File: config.mk
export PLATFORM = sky130hd
export DESIGN_NAME = hazard_scoreboard_unit
export DESIGN_NICKNAME = d
export VERILOG_FILES = /design/src/rtl/hazard_scoreboard_unit.sv
export SDC_FILE = /design/constraint.sdc
export NUM_CORES = 1
export LEC_CHECK = 0
export CAP_MARGIN = 10
export CORE_ASPECT_RATIO = 0.9
export CORE_UTILIZATION = 60
export DETAILED_ROUTE_END_ITERATION = 8
export DONT_BUFFER_PORTS = 1
export GPL_TIMING_DRIVEN = 0
export PLACE_DENSITY = 0.76
export SLEW_MARGIN = 40
export SYNTH_ARGS = -nofsm -noshare
export SYNTH_HDL_FRONTEND = slang
export SYNTH_SLANG_ARGS = --single-unit
export TNS_END_PERCENT = 5
File: constraint.sdc
create_clock -name clk -period 3.59 [get_ports clk]
set_input_delay 1.077 -clock clk [delete_from_list [all_inputs] [get_ports clk]]
set_output_delay 1.077 -clock clk [all_outputs]
set_load 0.02 [all_outputs]
File: src/rtl/hazard_scoreboard_unit.sv
// EX-stage hazard/forwarding unit: tracks in-flight writers in a short record
// pipeline and produces bypass selects, hazard stalls and a stall-cycle count.
module hazard_scoreboard_unit #(
  parameter int AW         = 2,
  parameter int FWD_STAGES = 2,
  parameter int SP_REG     = 3,
  parameter int SP_LAT     = 2,
  parameter int CNT_W      = 3,
  parameter int SEL_W      = 2
) (
  input  logic             clk,
  input  logic             rst_n,
  input  logic             issue_valid,
  input  logic             flush,
  input  logic [AW-1:0]    ra_ex,
  input  logic [AW-1:0]    rb_ex,
  input  logic             use_a,
  input  logic             use_b,
  input  logic             we_ex,
  input  logic [AW-1:0]    dest_ex,
  input  logic [1:0]       kind_ex,
  input  logic             sp_wr_ex,
  input  logic             mc_start_ex,
  input  logic [CNT_W-1:0] mc_lat_ex,
  output logic             stall,
  output logic [SEL_W-1:0] fwd_a_sel,
  output logic             fwd_a_in,
  output logic [SEL_W-1:0] fwd_b_sel,
  output logic             fwd_b_in,
  output logic             mc_busy,
  output logic [15:0]      stall_cycles
);

  localparam logic [1:0] KIND_LOAD  = 2'd1;
  localparam logic [1:0] KIND_INPUT = 2'd2;

  typedef struct packed {
    logic             luse;
    logic [SEL_W-1:0] sel;
    logic             in_sel;
  } src_res_t;

  logic [FWD_STAGES:1] rec_vld_q, rec_vld_d;
  logic [FWD_STAGES:1] rec_we_q, rec_we_d;
  logic [AW-1:0]       rec_dest_q [1:FWD_STAGES];
  logic [AW-1:0]       rec_dest_d [1:FWD_STAGES];
  logic [1:0]          rec_kind_q [1:FWD_STAGES];
  logic [1:0]          rec_kind_d [1:FWD_STAGES];
  logic [2:0]          sp_pend_q, sp_pend_d;
  logic [CNT_W-1:0]    mc_cnt_q, mc_cnt_d;
  logic [15:0]         stall_cycles_q, stall_cycles_d;

  src_res_t res_a, res_b;
  logic     sp_hit, mc_busy_w, stall_w, go;

  // Youngest matching writer wins; a load/input result one stage out is not yet bypassable.
  function automatic src_res_t src_match(input logic [AW-1:0] addr, input logic active);
    src_res_t r;
    logic     found;
    r     = '0;
    found = 1'b0;
    if (active) begin
      for (int k = 1; k <= FWD_STAGES; k++) begin
        if (!found && rec_vld_q[k] && rec_we_q[k] && (rec_dest_q[k] == addr)) begin
          found = 1'b1;
          if ((rec_kind_q[k] == KIND_LOAD) || (rec_kind_q[k] == KIND_INPUT)) begin
            if (k == 1) begin
              r.luse = 1'b1;
            end else begin
              r.sel    = SEL_W'(k);
              r.in_sel = (rec_kind_q[k] == KIND_INPUT);
            end
          end else begin
            r.sel = SEL_W'(k);
          end
        end
      end
    end
    return r;
  endfunction

  always_comb begin
    res_a     = src_match(ra_ex, use_a & issue_valid);
    res_b     = src_match(rb_ex, use_b & issue_valid);
    sp_hit    = (sp_pend_q != 3'd0) && issue_valid &&
                ((use_a && (ra_ex == AW'(SP_REG))) || (use_b && (rb_ex == AW'(SP_REG))));
    mc_busy_w = (mc_cnt_q != '0);
    stall_w   = rst_n & ~flush & (res_a.luse | res_b.luse | sp_hit | (mc_busy_w & issue_valid));
    go        = issue_valid & ~stall_w & ~flush;

    stall        = stall_w;
    fwd_a_sel    = rst_n ? res_a.sel : '0;
    fwd_a_in     = rst_n & res_a.in_sel;
    fwd_b_sel    = rst_n ? res_b.sel : '0;
    fwd_b_in     = rst_n & res_b.in_sel;
    mc_busy      = rst_n & mc_busy_w;
    stall_cycles = stall_cycles_q;
  end

  always_comb begin
    rec_vld_d     = rec_vld_q;
    rec_we_d      = rec_we_q;
    rec_dest_d    = rec_dest_q;
    rec_kind_d    = rec_kind_q;
    rec_vld_d[1]  = go;
    rec_we_d[1]   = we_ex;
    rec_dest_d[1] = dest_ex;
    rec_kind_d[1] = kind_ex;
    for (int k = 2; k <= FWD_STAGES; k++) begin
      rec_vld_d[k]  = rec_vld_q[k-1];
      rec_we_d[k]   = rec_we_q[k-1];
      rec_dest_d[k] = rec_dest_q[k-1];
      rec_kind_d[k] = rec_kind_q[k-1];
    end

    // A fresh SP write or multi-cycle start reloads rather than accumulates.
    if (go && sp_wr_ex)             sp_pend_d = 3'(SP_LAT);
    else if (sp_pend_q != 3'd0)     sp_pend_d = sp_pend_q - 3'd1;
    else                            sp_pend_d = 3'd0;

    if (go && mc_start_ex && (mc_lat_ex != '0)) mc_cnt_d = mc_lat_ex;
    else if (mc_busy_w)                         mc_cnt_d = mc_cnt_q - CNT_W'(1);
    else                                        mc_cnt_d = '0;

    stall_cycles_d = stall_cycles_q;
    if (stall_w && (stall_cycles_q != 16'hFFFF)) stall_cycles_d = stall_cycles_q + 16'd1;
  end

  always_ff @(posedge clk) begin
    if (!rst_n) begin
      rec_vld_q      <= '0;
      sp_pend_q      <= 3'd0;
      mc_cnt_q       <= '0;
      stall_cycles_q <= 16'd0;
    end else begin
      rec_vld_q      <= rec_vld_d;
      sp_pend_q      <= sp_pend_d;
      mc_cnt_q       <= mc_cnt_d;
      stall_cycles_q <= stall_cycles_d;
    end
  end

  always_ff @(posedge clk) begin
    rec_we_q   <= rec_we_d;
    rec_dest_q <= rec_dest_d;
    rec_kind_q <= rec_kind_d;
  end

endmodule

==> impl_metrics.json <==
{
  "outcome": "finished clean",
  "r2r-start": "stall_cycles[0]$_SDFFE_PN0P_",
  "ir_worst_vdd_uv": 387,
  "grt_overflow": 0,
  "cts_made_buffers": 5,
  "synthAdderAreaFrac": 0.00799,
  "rsz0062_at_grt": "false",
  "avgSynthCellArea_sq_um": 8.89,
  "h-tree-depth": 2,
  "clk_latency_ns": 0.34,
  "yosys_warnings": 0,
  "holdPathEnd": "rec_kind_q[1]$_DFF_P_",
  "min_from": "rec_kind_d[1]$_DFF_P_",
  "critPathLaunch": "rb_ex[0]",
  "r2r_end": "stall_cycles[2]$_SDFFE_PN0P_",
  "hold_depth": 0,
  "logic_area_sq_um": 840,
  "top_area_cell": "dfxtp_1",
  "initCoreUtil": 0.634,
  "layout.nets": 203,
  "antenna_found_initial": 0,
  "die_h_um": 50.5,
  "cap_violations": 0,
  "simple_gate_share": 0.300,
  "wl_met3_um": 304,
  "synth-main-ff-cell": "dfxtp_1",
  "cts_root_buf": "clkbuf_4",
  "die_area_sq_um": 2820,
  "drc": 0,
  "mux_share": 0.0384,
  "cts.repair.resized": 0,
  "min_path_type": "register to register",
  "post_drt_via_cell_ratio": 6.57,
  "p_per_area_nw_per_um2": 434,
  "tritoncts": "done",
  "yosys.area_share.aoi": 0.140,
  "top_layer": "met4",
  "synthCells": 176,
  "end_kind": "output pin",
  "synthesis.area_sq_um": 1570,
  "first_pass_iters": 4,
  "finalClockSkew_ns": 0.00522,
  "synth-area-yosys_sq_um": 1570,
  "die_w_um": 55.8,
  "synth.top_cells.by_count": "dfxtp_1, a21oi_1, nand2_1, nor2_1, nand3_1",
  "p_leak_nw": 0.549,
  "critPathLaunchType": "primary input",
  "p_total_mw": 0.725,
  "area_leaders": "dfxtp_1, a21oi_1, or4_1",
  "met2_length_um": 1560,
  "fin_setup_tns_ns": 0,
  "drv_slew": 0,
  "logic_family": "simple AND/OR/NAND/NOR gates",
  "cts_buffer_depth": 2,
  "max_slew_margin": 0.514
}
-- stage by stage --
step	utilization	hold slack (ns)	setup WS [ns]	instance area (sq um)	cells
6_report	0.678	0.371	0.226	1670	211
5_1_grt	0.678	0.378	0.130	1670	211
4_1_cts	0.680	0.374	0.0642	1680	212
3_5_place_dp	0.649	0.359	0.0623	1600	204
3_3_place_gp	0.649	0.353	0.110	1600	204
2_1_floorplan	-	0.350	0.268	1570	176
-- sequential cells by signal, summed over array words and instances, names as in the netlist --
signal,flops
rec_we_q,2
rec_dest_d,2
sp_pend_q,3
mc_cnt_q,3
rec_vld_q,2
stall_cycles,16
rec_dest_q,2
rec_kind_d,2
rec_kind_q,2
-- worst max-delay path, cell delays in order --
cell and delay [ns]:
xor2_1 0.21, nor4_1 0.10, nor4b_2 0.52, buf_6 0.24
nor2_1 0.13
-- where the power goes --
part | internal, mW | switching [mW] | total (mW)
sequential | 0.387 | 0.00847 | 0.395
combinational | 0.0198 | 0.0350 | 0.0548
clock | 0.144 | 0.131 | 0.275
-- layout by cell type (no fill, tap or decap), types with 3 or more instances in the layout --
master and count:
dfxtp_1 34, a21oi_1 16, nor2_1 14, nand2_1 14, nand3_1 12, or4_1 9
nand4_1 8, o31ai_1 7, mux2i_1 6, nor3_1 5, xnor2_1 5, clkbuf_4 5
xor2_1 4, nand2b_1 3, inv_1 3, o41ai_1 3
-- per-layer routing --
metal  vias up  GRT usage
met5         -          0
met4         0      0.154
met3        13     0.0825
met2        65      0.408
met1       631      0.328
li1        678          -
-- cell type report --
type / instances / area share
plain buffers: 5 / 0.0172
clock buffers: 5 / 0.0224
clock inverters: 3 / 0.0239
inverters: 3 / 0.00673
multi-input cells: 133 / 0.502
flip-flops and latches: 34 / 0.407
well taps: 28 / 0.0209
### Close-up of the layout

Bar = 5 um. Window x 32 to 52, y 28 to 48 um. Cells in grey, sequential cells in the stronger grey; small squares are vias.
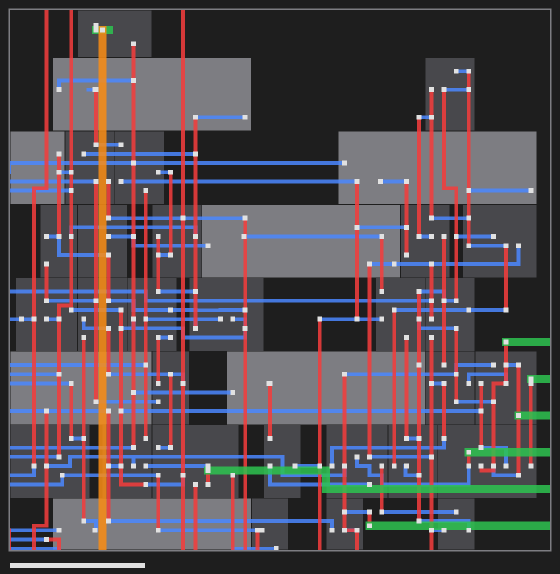
metal 1: in blue. metal 2: in red. metal 3: in green. metal 4: in orange.
Netlist names of flops here include mc_cnt_q (3), sp_pend_q (2). 34 logic cells have their middle in the window. Most frequent: dfxtp_1 (6), nor2_1 (5), a21oi_1 (5). Sequential cells in the window: 6.

### Signal wires on met1

Bar = 20 um. Cells faint in the background.
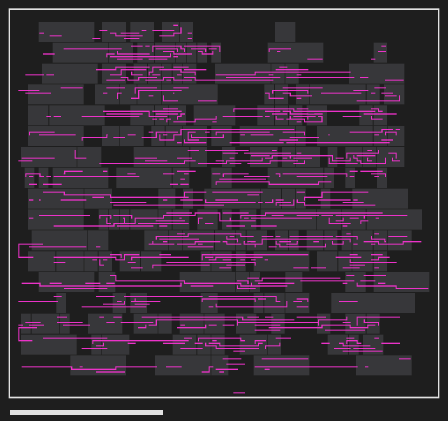
The layer carries 1500 um of wire. The longest straight run is 18.4 um. The wires run mostly horizontal. 195 nets have wire on it.
via count: 1387
met1 usage: 0.328
final WL: 3480 um

### Track usage over the die

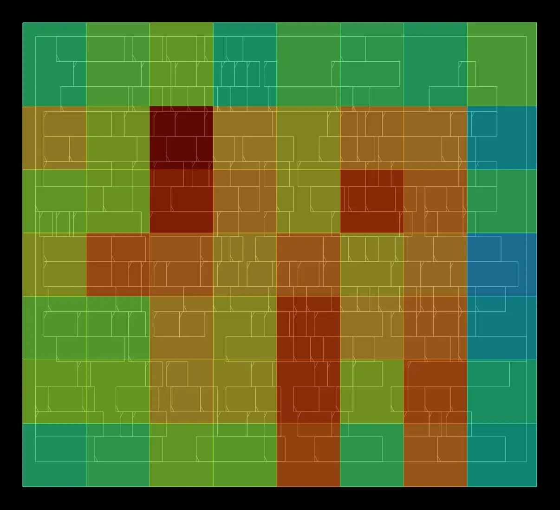
post-DR wirelength/cell: 16.5 um
GRT busiest layer: met2
met3 GRT Util: 0.0825
Total GRT Usage: 0.264

### Metal layers overlaid

Bar = 20 um. Only two layers are drawn.
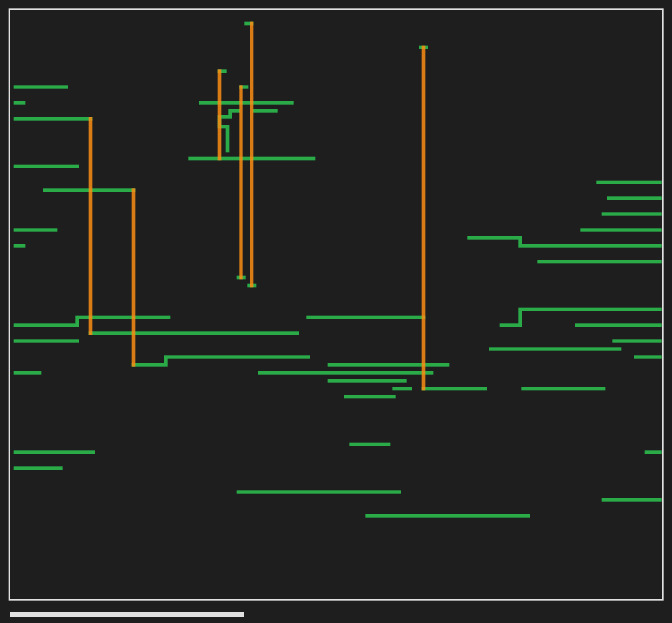
metal 3: in green, wire length 304 um. metal 4: in orange, wire length 109 um.

Power figures rest on the tool's default switching activity, not on a simulated workload.
